$ cat src/rtl/if_prefetch_unit_if.sv
// Fetch/decode/memory handshake bundle for the instruction prefetch unit.
// master = prefetch unit, slave = environment (memory + decode + redirect source).
interface if_prefetch_unit_if #(
  parameter int WIDTH = 16
) ();
  logic             run;
  logic             mem_read;
  logic [WIDTH-1:0] mem_addr;
  logic             mem_resp;
  logic [WIDTH-1:0] mem_rdata;
  logic             redirect;
  logic [WIDTH-1:0] redirect_pc;
  logic             inst_ready;
  logic             inst_valid;
  logic [WIDTH-1:0] inst;
  logic [WIDTH-1:0] inst_pc;

  modport master (
    input  run, mem_resp, mem_rdata, redirect, redirect_pc, inst_ready,
    output mem_read, mem_addr, inst_valid, inst, inst_pc
  );

  modport slave (
    output run, mem_resp, mem_rdata, redirect, redirect_pc, inst_ready,
    input  mem_read, mem_addr, inst_valid, inst, inst_pc
  );
endinterface

$ cat src/rtl/if_prefetch_unit.sv
// Instruction prefetch unit: single-outstanding fetch FSM feeding a DEPTH-entry
// queue of {word, pc+2}. Redirects flush the queue and squash in-flight fetches.
module if_prefetch_unit #(
  parameter int               WIDTH    = 16,
  parameter int               DEPTH    = 4,
  parameter logic [WIDTH-1:0] RESET_PC = '0
) (
  input logic                 clk,
  input logic                 reset_n,
  if_prefetch_unit_if.master  pf
);
  localparam int PW = (DEPTH > 1) ? $clog2(DEPTH) : 1;
  localparam int CW = PW + 1;
  localparam logic [WIDTH-1:0] EVEN_MASK = ~WIDTH'(1);
  localparam logic [WIDTH-1:0] RST_ADDR  = RESET_PC & EVEN_MASK;

  typedef enum logic [1:0] {S_IDLE, S_REQ, S_DROP} state_t;

  typedef struct packed {
    logic [WIDTH-1:0] word;
    logic [WIDTH-1:0] pc;
  } entry_t;

  state_t           state;
  logic             mem_read_q;
  logic [WIDTH-1:0] mem_addr_q;
  logic [WIDTH-1:0] fetch_pc;

  entry_t           q [DEPTH];
  logic [PW-1:0]    rd_ptr, wr_ptr;
  logic [CW-1:0]    count;

  logic             enq, deq, has_room;
  logic [WIDTH-1:0] redir_pc, seq_pc;

  // Only a live REQ response is kept; DROP responses and redirect cycles are squashed.
  assign enq      = (state == S_REQ) && pf.mem_resp && !pf.redirect;
  assign deq      = (count != '0) && pf.inst_ready && !pf.redirect;
  assign has_room = (count < CW'(DEPTH));
  assign redir_pc = pf.redirect_pc & EVEN_MASK;
  assign seq_pc   = mem_addr_q + WIDTH'(2);

  assign pf.mem_read   = mem_read_q;
  assign pf.mem_addr   = mem_addr_q;
  assign pf.inst_valid = (count != '0);
  assign pf.inst       = q[rd_ptr].word;
  assign pf.inst_pc    = q[rd_ptr].pc;

  // Fetch FSM: issues one request at a time, holds address until the response.
  always_ff @(posedge clk or negedge reset_n) begin
    if (!reset_n) begin
      state      <= S_IDLE;
      mem_read_q <= 1'b0;
      mem_addr_q <= RST_ADDR;
      fetch_pc   <= RST_ADDR;
    end else begin
      case (state)
        S_IDLE: begin
          if (pf.redirect) begin
            fetch_pc <= redir_pc;
          end else if (pf.run && has_room) begin
            state      <= S_REQ;
            mem_read_q <= 1'b1;
            mem_addr_q <= fetch_pc;
          end
        end
        S_REQ: begin
          if (pf.mem_resp) begin
            state      <= S_IDLE;
            mem_read_q <= 1'b0;
            fetch_pc   <= pf.redirect ? redir_pc : seq_pc;
          end else if (pf.redirect) begin
            state    <= S_DROP;
            fetch_pc <= redir_pc;
          end
        end
        S_DROP: begin
          if (pf.redirect) fetch_pc <= redir_pc;
          if (pf.mem_resp) begin
            state      <= S_IDLE;
            mem_read_q <= 1'b0;
          end
        end
        default: begin
          state      <= S_IDLE;
          mem_read_q <= 1'b0;
        end
      endcase
    end
  end

  // Prefetch queue: circular buffer; a request is only issued with room, so
  // an enqueue can never land on a full queue.
  always_ff @(posedge clk or negedge reset_n) begin
    if (!reset_n) begin
      for (int i = 0; i < DEPTH; i++) q[i] <= '0;
      rd_ptr <= '0;
      wr_ptr <= '0;
      count  <= '0;
    end else if (pf.redirect) begin
      rd_ptr <= '0;
      wr_ptr <= '0;
      count  <= '0;
    end else begin
      if (enq) begin
        q[wr_ptr] <= '{word: pf.mem_rdata, pc: seq_pc};
        wr_ptr    <= wr_ptr + PW'(1);
      end
      if (deq) rd_ptr <= rd_ptr + PW'(1);
      if (enq && !deq)      count <= count + CW'(1);
      else if (!enq && deq) count <= count - CW'(1);
    end
  end
endmodule

$ cat src/flat_wrapper.sv
// flat-port wrapper written by rule: the top's interface ports become plain ports
module if_prefetch_unit_flat 
#(
  parameter int               WIDTH    = 16,
  parameter int               DEPTH    = 4,
  parameter logic [WIDTH-1:0] RESET_PC = '0
)
  (clk, reset_n, pf_run, pf_mem_resp, pf_mem_rdata, pf_redirect, pf_redirect_pc, pf_inst_ready, pf_mem_read, pf_mem_addr, pf_inst_valid, pf_inst, pf_inst_pc);
  if_prefetch_unit_if #(.WIDTH(WIDTH)) pf_i ();
  input logic clk;
  input logic reset_n;
  input wire logic [$bits(pf_i.run)-1:0] pf_run;
  input wire logic [$bits(pf_i.mem_resp)-1:0] pf_mem_resp;
  input wire logic [$bits(pf_i.mem_rdata)-1:0] pf_mem_rdata;
  input wire logic [$bits(pf_i.redirect)-1:0] pf_redirect;
  input wire logic [$bits(pf_i.redirect_pc)-1:0] pf_redirect_pc;
  input wire logic [$bits(pf_i.inst_ready)-1:0] pf_inst_ready;
  output wire logic [$bits(pf_i.mem_read)-1:0] pf_mem_read;
  output wire logic [$bits(pf_i.mem_addr)-1:0] pf_mem_addr;
  output wire logic [$bits(pf_i.inst_valid)-1:0] pf_inst_valid;
  output wire logic [$bits(pf_i.inst)-1:0] pf_inst;
  output wire logic [$bits(pf_i.inst_pc)-1:0] pf_inst_pc;
  assign pf_i.run = pf_run;
  assign pf_i.mem_resp = pf_mem_resp;
  assign pf_i.mem_rdata = pf_mem_rdata;
  assign pf_i.redirect = pf_redirect;
  assign pf_i.redirect_pc = pf_redirect_pc;
  assign pf_i.inst_ready = pf_inst_ready;
  assign pf_mem_read = pf_i.mem_read;
  assign pf_mem_addr = pf_i.mem_addr;
  assign pf_inst_valid = pf_i.inst_valid;
  assign pf_inst = pf_i.inst;
  assign pf_inst_pc = pf_i.inst_pc;
  if_prefetch_unit #(.WIDTH(WIDTH), .DEPTH(DEPTH), .RESET_PC(RESET_PC)) u_core (.clk(clk), .reset_n(reset_n), .pf(pf_i));
endmodule
$ cat config.mk
export PLATFORM = sky130hd
export DESIGN_NAME = if_prefetch_unit_flat
export DESIGN_NICKNAME = d
export VERILOG_FILES = /design/src/rtl/if_prefetch_unit_if.sv /design/src/rtl/if_prefetch_unit.sv /design/src/flat_wrapper.sv
export SDC_FILE = /design/constraint.sdc
export NUM_CORES = 1
export LEC_CHECK = 0
export CAP_MARGIN = 5
export CORE_ASPECT_RATIO = 0.75
export CORE_MARGIN = 10
export CORE_UTILIZATION = 50
export CTS_CLUSTER_DIAMETER = 80
export DETAILED_ROUTE_END_ITERATION = 10
export GPL_ROUTABILITY_DRIVEN = 0
export HOLD_SLACK_MARGIN = 0.03
export PLACE_DENSITY = 0.72
export SLEW_MARGIN = 25
export SYNTH_ARGS = -nofsm -noshare
export SYNTH_HDL_FRONTEND = slang
export SYNTH_SLANG_ARGS = --single-unit
$ cat constraint.sdc
create_clock -name clk -period 2.2 [get_ports clk]
set_input_delay 0.66 -clock clk [delete_from_list [all_inputs] [get_ports clk]]
set_output_delay 0.66 -clock clk [all_outputs]
set_load 0.05 [all_outputs]
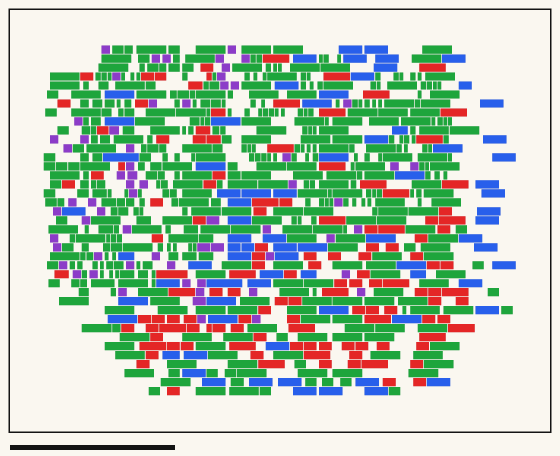
run_1/drive_strength.png
The bar under the picture is 50 um long.
drive 1 or less: marked green, cells 466, share 64%, most used dfrtp_1. drive 2: marked red, cells 127, share 17%, most used mux2_2. drive 6 and up: marked blue, cells 76, share 10%, most used buf_12. drive 3 to 4: marked purple, cells 63, share 8.6%, most used buf_4.

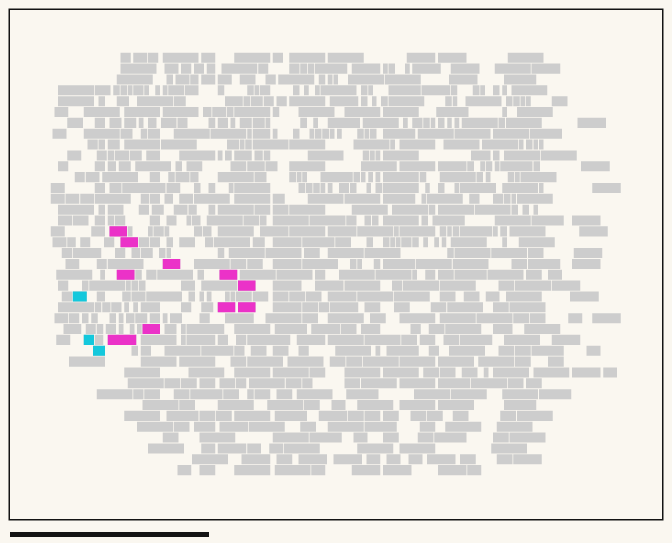
run_1/gate_families.png
The bar under the picture is 50 um long.
AND-OR and OR-AND gates: marked cyan, cells 3. adder and majority cells: marked magenta, cells 10, most used ha_1, where middle left.

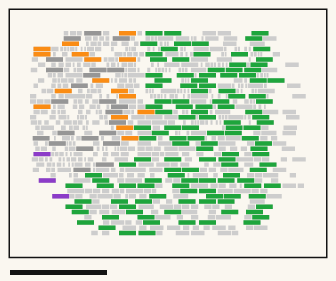
run_1/registers.png
The bar under the picture is 50 um long.
u_core.count: marked purple, flops 3. u_core.pf.mem_addr: marked orange, flops 16. u_core.q: marked green, flops 128.

==> results.py, run 1 <==
# Generated from Yosys and OpenROAD reports
metrics = {
    "run_status": {
        "status": "finished with violations",
        "violations": "negative setup slack",
    },
    "final_timing": {
        "finalClockSkew_ns": 0.00734,
        "report.final.setup_viol": 32,
        "hold_slack_ns": 0.199,
        "achievable-frequency_mhz": 399,
        "rsz0062_at_grt": "yes",
        "final_critical_delay_including_setup_and_external_delays_ns": 2.51,
        "layout_setup_ws_ns": -0.306,
        "worst_pin_slew_ns": 0.710,
        "final.period_utilization_pct": 114,
        "totalNegativeSetupSlack_ns": -8.82,
        "hold_viol": 0,
        "timing_max_transition_violations_final": 0,
        "maxSlewHeadroom_pct": 52.3,
    },
    "critical_path": {
        "worst-path-max-fanout": 5,
        "r2r.worst_path.cells": 9,
        "critical_path_required_ns": 1.54,
        "startpoint_type": "flip-flop",
        "startpoint": "u_core.rd_ptr[0]",
        "reg2reg_setup_slack_ns": 0.22,
        "critical_path_arrival_ns": 1.85,
        "worstReg2RegStart": "u_core.state[1]",
        "nature_of_the_critical_path_endpoint": "output pin",
        "critical_path_class": "flip-flop to output pin",
        "worst_r2r_endpoint": "u_core.count[2]",
    },
    "logic_synthesis": {
        "syn_avg_cell_area_um2": 13.1,
        "yosys-stat-cells": 591,
        "synth.distinct_cells": 44,
        "yosys.stat.seqShare_pct": 55.1,
        "top_area_cell": "dfrtp_1",
        "post_synth_tally_of_flip_flops_with_integrated_enable": 0,
        "synth_top_area_share_pct": 55.1,
        "ys_chip_area_um2": 7710,
        "synth-main-ff-cell": "dfrtp_1",
        "postSynth.asyncResetShare_pct": 100,
        "synthCells": 591,
        "postSynthRegisterBits": 170,
        "yosysWarnings": 0,
        "synthesis.nets": 639,
        "syn-cell-area_um2": 7710,
        "synth.top_cells.by_area": "dfrtp_1, mux2_2, mux4_2",
    },
    "pwr": {
        "combPwrFrac_pct": 50.5,
        "share_clk_of_total_power_pct": 19.4,
        "p_leak_nw": 4.60,
        "swShare_pct": 38.5,
        "internal_power_mw": 9.34,
        "vdd_drop_max_mv": 0.787,
        "power.sequential.fraction_pct": 30.1,
        "pwr_density_nw_per_um2": 1490,
        "power.switching_mw": 5.84,
    },
    "clocking": {
        "insertion_delay_to_the_later_sink_of_the_worst_skew_pair_ns": 0.42,
        "numCtsBuffers": 17,
        "cts.clk_slew.worst_paths_ns": 0.06,
        "ctsRootBufferMaster": "clkbuf_16",
        "cts-root-to-sink-buffers": 2,
        "tritoncts": "done",
        "number_of_clock_sinks": 170,
        "cts-htree-levels": 4,
        "ctsHoldBuffers": 0,
    },
    "global_route": {
        "grt_total_usage_pct": 18.0,
        "grt_remaining_overflow": 0,
        "initial_antenna_violation_count": 0,
        "grt_pass1_wl_um": 29800,
        "grt_start_max_net_pins": 51,
        "first_global_vias": 5663,
    },
    "hold_path": {
        "hold_path_class": "primary input to asynchronous set/reset pin",
    },
    "routing": {
        "post_detailed_route_drc_marker_count": 0,
        "drt-wirelength-per-cell_um": 19.6,
        "drt_pass1_iterations": 5,
        "via_count": 5276,
        "detail_route.vias_per_cell": 5.63,
        "postRouteAntennaNets": 0,
        "drt-initial-drc-count": 384,
        "routed_wl_um": 18400,
    },
    "die": {
        "floorplan.core_util_pct": 50.8,
        "horizontal_die_dimension_um": 163,
        "io-pin-count": 88,
        "core_um2": 15200,
        "rows": 39,
        "floorplan.die_area_um2": 20900,
        "floorplan.die.height_um": 128,
    },
    "cells_and_area": {
        "postLayoutCoreUtil_pct": 67.0,
        "drive_above_1_share_pct": 36.3,
        "count_of_antenna_diodes_in_the_layout": 0,
        "fin_area_um2": 10200,
        "fin_cells": 937,
        "fillers": 1029,
        "layout.nets": 767,
        "area_delta_synth_final_pct": 31.9,
        "final_cell_mix": "dfrtp_1, mux2_2, nand2_1",
        "layout.cells.most_common": "dfrtp_1",
    },
    "placement": {
        "dpl-instance-area_um2": 9470,
        "hpwlAfterDp_um": 12800,
        "portBuffers": 86,
        "place.detailed.instances": 898,
    },
    "run": {
        "stage_log_warnings": 35,
        "max_cap_violations": 0,
    },
}
[run 1: state kept, by name, indices dropped and copies added (netlist names)]
signal              flops
u_core.q              128
u_core.rd_ptr           2
u_core.state            2
u_core.count            3
u_core.wr_ptr           2
u_core.pf.mem_addr     16
u_core.pf.mem_read      1
u_core.fetch_pc        16
[run 1: layout make-up]
cell class | count | area [um2] | area share [%]
Clock buffer | 26 | 499 | 4.91
Clock inverter | 6 | 86.3 | 0.849
Inverter | 11 | 41.3 | 0.406
Multi-Input combinational cell | 375 | 3220 | 31.7
Sequential cell | 170 | 4260 | 41.8
Tap cell | 205 | 256 | 2.52
Timing Repair Buffer | 144 | 1810 | 17.8
[run 1: critical path, stage by stage, from the launching register on]
cell     delay [ns]
dfrtp_2        0.42
buf_6          0.14
buf_12         0.12
mux4_2         0.56
buf_12         0.18
[run 1: repair_timing]
item	in CTS	in global routing
hold endpoints to repair	0	0
resized	3	3
setup buffers	4	1
endpoints found under the setup margin	32	33
gates cloned	1	2
[run 1: Yosys cell counts (all sizes together) (2+ instances only)]
cell,instances
a2bb2oi,4
xnor2,15
and2,2
clkbuf,12
mux4,32
nand2,71
nor2b,9
nand3,6
o21ai,75
a22oi,7
a21oi,8
nor2,11
a222oi,8
inv,11
ha,9
nand4,2
dfrtp,170
xor2,2
mux2,85
nand2b,3
buf,23
nor4,4
nor3,7
o22ai,2
[run 1: per-layer routing]
layer,vias to the layer above,wire (um),track usage [%]
met3,16,862,4.72
met2,135,8980,28.8
met5,-,0,0
met4,0,138,4.44
li1,2394,-,-
met1,2731,8420,24.0
[run 1: worst max-delay path by stage]
stage                                end  slack (ns)  cells after the start
after floorplan               pf_inst[0]        0.06                      3
after global placement      u_core.q[41]       -0.26                      7
after detailed placement    u_core.q[44]       -0.34                      7
after CTS                  pf_inst_pc[3]       -0.34                      4
after global routing         pf_inst[15]       -0.37                      4
final                     pf_inst_pc[15]       -0.31                      4
[run 1: power by group through the flow]
stage / registers [mW] / clock network, mW / logic (mW)
floorplan: 4.90 / 0 / 3.88
global placement: 4.53 / 0 / 7.32
detailed placement: 4.60 / 0 / 7.45
CTS: 4.55 / 3.00 / 7.66
global route: 4.66 / 3.12 / 8.05
finish: 4.57 / 2.95 / 7.66
[run 1: logic make-up (layout without fill, tap and decap cells)]
logic type	after synthesis	in the layout	share of synthesized area, %
flip-flops	170	170	55.1
AND/OR/NAND/NOR	121	121	8.00
multiplexers	118	118	21.9
AND-OR/OR-AND	109	109	8.26
buffers and inverters	46	187	3.08
XOR/XNOR	17	17	1.93
adder cells (fa/ha/maj)	10	10	1.72
[run 1: stage by stage]
stage               power [mW]  setup slack [ns]
finish                    15.2            -0.306
global route              15.8            -0.373
CTS                       15.2            -0.338
detailed placement        12.0            -0.337
global placement          11.9            -0.261
floorplan                 8.77            0.0552
==> run 1 -> run 2 <==
Settings changed: CELL_PAD_IN_SITES_DETAIL_PLACEMENT set to 1, CELL_PAD_IN_SITES_GLOBAL_PLACEMENT set to 1, CORE_UTILIZATION 50 to 46, PLACE_DENSITY 0.72 to unset, PLACE_DENSITY_LB_ADDON set to 0.1, RECOVER_POWER set to 100.
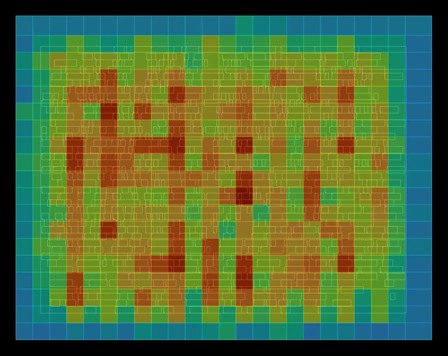
run_2/final_congestion.png
layer with the highest usage: met2
Avg WL per Cell: 22.1 um
Final Util: 61.0%
met3 Use GR: 4.53%
GR Util met1: 24.5%

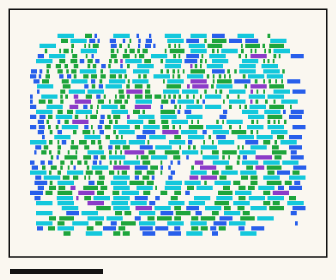
run_2/cell_classes.png
The bar under the picture is 50 um long.
clock drivers and dummy loads: marked purple, cells 31. all other logic: marked green, cells 386. flip-flops: marked cyan, cells 170. other buffers and delay cells: marked blue, cells 143.

==> results.py, run 2 <==
# Generated from Yosys and OpenROAD reports
metrics = {
    "cells_and_area": {
        "count_of_antenna_diodes_in_the_layout": 0,
        "largest-register": "u_core.q",
        "layout.cells.most_common": "dfrtp_1",
        "largest_register_ff_count": 128,
        "final_cell_mix": "dfrtp_1, mux2_2, nand2_1",
        "fin_cells": 940,
        "layout.nets": 766,
        "fillers": 1633,
        "area_delta_synth_final_pct": 28.1,
        "drive_above_1_share_pct": 34.1,
    },
    "final_timing": {
        "hold_viol": 0,
        "finalClockSkew_ns": 0.00971,
        "report.final.setup_viol": 32,
        "achievable-frequency_mhz": 400,
        "final_critical_delay_including_setup_and_external_delays_ns": 2.50,
        "final.period_utilization_pct": 114,
        "worst_pin_slew_ns": 1.18,
        "layout_setup_ws_ns": -0.298,
        "maxSlewHeadroom_pct": 21.4,
        "timing_max_transition_violations_final": 0,
        "totalNegativeSetupSlack_ns": -8.49,
        "rsz0062_at_grt": "yes",
    },
    "global_route": {
        "first_global_vias": 6037,
        "grt_remaining_overflow": 0,
        "grt_total_usage_pct": 18.8,
        "initial_antenna_violation_count": 0,
        "grt_start_max_net_pins": 49,
        "grt_pass1_wl_um": 33400,
    },
    "clocking": {
        "cts-htree-levels": 4,
        "numCtsBuffers": 17,
        "ctsRootBufferMaster": "clkbuf_16",
        "cts-root-to-sink-buffers": 2,
        "ctsHoldBuffers": 0,
        "cts.clk_slew.worst_paths_ns": 0.07,
        "number_of_clock_sinks": 170,
        "tritoncts": "done",
        "insertion_delay_to_the_later_sink_of_the_worst_skew_pair_ns": 0.43,
    },
    "logic_synthesis": {
        "ys_chip_area_um2": 7710,
        "synth.most_common_cell": "dfrtp_1",
        "syn_avg_cell_area_um2": 13.1,
        "synth.top_cells.by_area": "dfrtp_1, mux2_2, mux4_2",
        "post_synth_most_frequent_cells": "dfrtp_1, mux2_2, nand2_1",
        "post_synth_tally_of_flip_flops_with_integrated_enable": 0,
        "synthCells": 591,
        "yosys.stat.seqShare_pct": 55.1,
        "yosysWarnings": 0,
        "synthesis.nets": 639,
        "yosys-stat-cells": 591,
        "syn-cell-area_um2": 7710,
        "synth_top_area_share_pct": 55.1,
        "postSynth.asyncResetShare_pct": 100,
        "synth-main-ff-cell": "dfrtp_1",
        "top_area_cell": "dfrtp_1",
        "postSynthRegisterBits": 170,
        "synth.distinct_cells": 44,
    },
    "die": {
        "horizontal_die_dimension_um": 170,
        "floorplan.die_area_um2": 22400,
        "floorplan.core_util_pct": 47.6,
        "floorplan.die.height_um": 132,
        "rows": 40,
        "core_um2": 16200,
        "io-pin-count": 88,
    },
    "run": {
        "stage_log_warnings": 35,
        "max_cap_violations": 0,
    },
    "run_status": {
        "status": "finished with violations",
        "violations": "negative setup slack",
    },
    "placement": {
        "hpwlAfterDp_um": 14100,
        "place.detailed.instances": 907,
        "portBuffers": 86,
    },
    "routing": {
        "via_count": 5387,
        "post_detailed_route_drc_marker_count": 0,
        "drt-initial-drc-count": 358,
        "detail_route.vias_per_cell": 5.73,
        "postRouteAntennaNets": 0,
        "routed_wl_um": 20800,
        "drt_pass1_iterations": 5,
    },
    "critical_path": {
        "nature_of_the_critical_path_endpoint": "output pin",
        "worst-path-max-fanout": 11,
        "critical_path_arrival_ns": 1.84,
        "critical_path_class": "flip-flop to output pin",
        "critical_path_required_ns": 1.54,
        "startpoint_type": "flip-flop",
    },
    "hold_path": {
        "hold_path_class": "primary input to asynchronous set/reset pin",
    },
    "pwr": {
        "p_leak_nw": 4.44,
        "pwr_density_nw_per_um2": 1510,
        "vdd_drop_max_mv": 0.757,
    },
}
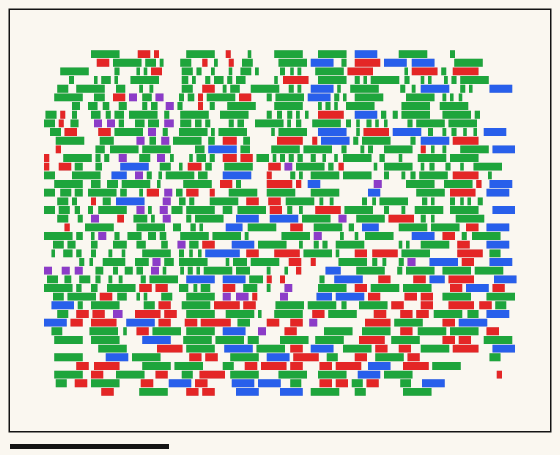
run_2/drive_strength.png
The bar under the picture is 50 um long.
drive 1 or less: marked green, cells 481, share 66%, most used dfrtp_1. drive 6 and up: marked blue, cells 65, share 8.9%, most used buf_12. drive 2: marked red, cells 147, share 20%, most used mux2_2. drive 3 to 4: marked purple, cells 37, share 5.1%, most used buf_4.

-- run 2: cell types whose count changed in the layout (fill, tap and decap cells not counted), moves of 2 or more --
| cell | before | now |
|---|---|---|
| buf_4 | 56 | 27 |
| clkbuf_2 | 0 | 19 |
| buf_12 | 47 | 38 |
| clkbuf_1 | 5 | 13 |
| clkbuf_4 | 0 | 6 |
| buf_2 | 0 | 3 |
| nand2_1 | 66 | 69 |
| nand2_4 | 4 | 1 |
| clkdlybuf4s50_1 | 35 | 33 |
| clkinv_2 | 2 | 4 |
| dlygate4sd3_1 | 0 | 2 |
-- run 2: cells by family after synthesis --
| logic type | share of synthesized area (%) |
|---|---|
| compound gates | 8.26 |
| xor+xnor | 1.93 |
| fa+ha+maj | 1.72 |
| buf+inv | 3.08 |
| flops | 55.1 |
| mux | 21.9 |
| simple gates | 8.00 |
-- run 2: power breakdown --
group / total, mW / switching, mW / internal [mW]
Combinational: 7.49 / 4.10 / 3.40
Sequential: 4.57 / 0.622 / 3.95
Clock: 2.88 / 1.21 / 1.67
-- run 2: area by class of cell --
cell class	count	area, um2	share of cell area [%]
Inverter	11	41.3	0.418
Multi-Input combinational cell	375	3180	32.2
Clock buffer	24	492	4.97
Clock inverter	7	66.3	0.671
Sequential cell	170	4260	43.0
Tap cell	210	263	2.66
Timing Repair Buffer	143	1580	16.0
-- run 2: critical path: stages, from the launching register on --
cell     delay (ns)
dfrtp_2        0.37
buf_12         0.13
buf_12         0.15
mux4_2         0.57
buf_12         0.18
-- run 2: worst paths after layout --
check                                 endpoint  slack, ns        startpoint  depth (start not counted)
min in group clk                  u_core.q[46]       0.48      u_core.q[46]                          2
min                              u_core.q[116]       0.46           reset_n                          1
max in group asynchronous     u_core.rd_ptr[0]       0.41           reset_n                          2
min reg2reg                       u_core.q[46]       0.48      u_core.q[46]                          2
max reg2reg                u_core.fetch_pc[12]       0.04   u_core.state[0]                          6
max                                pf_inst[15]      -0.30  u_core.rd_ptr[0]                          4
-- run 2: stage by stage --
step	instance area, um2	power, mW	worst slack (ns)	hold slack [ns]
floorplan	7720	8.77	0.0552	0.364
global placement	9570	12.0	-0.282	0.456
detailed placement	9570	12.2	-0.417	0.465
CTS	10100	15.2	-0.323	0.177
global route	9890	15.7	-0.354	0.510
finish	9890	14.9	-0.298	0.456
-- run 2: routing by layer --
layer / GRT usage [%] / vias to the layer above / part of all wire [%]
met5: 0 / - / 0
met4: 4.64 / 0 / 0.97
met3: 4.53 / 19 / 5.6
met2: 30.9 / 105 / 50
met1: 24.5 / 2882 / 43
li1: - / 2381 / -
-- run 2: timing repair --
action	CTS	global route
resized	1	3
setup endpoints to repair	32	36
setup buffers	0	1
gates cloned	0	1
Power is estimated from default activity; no workload was simulated.
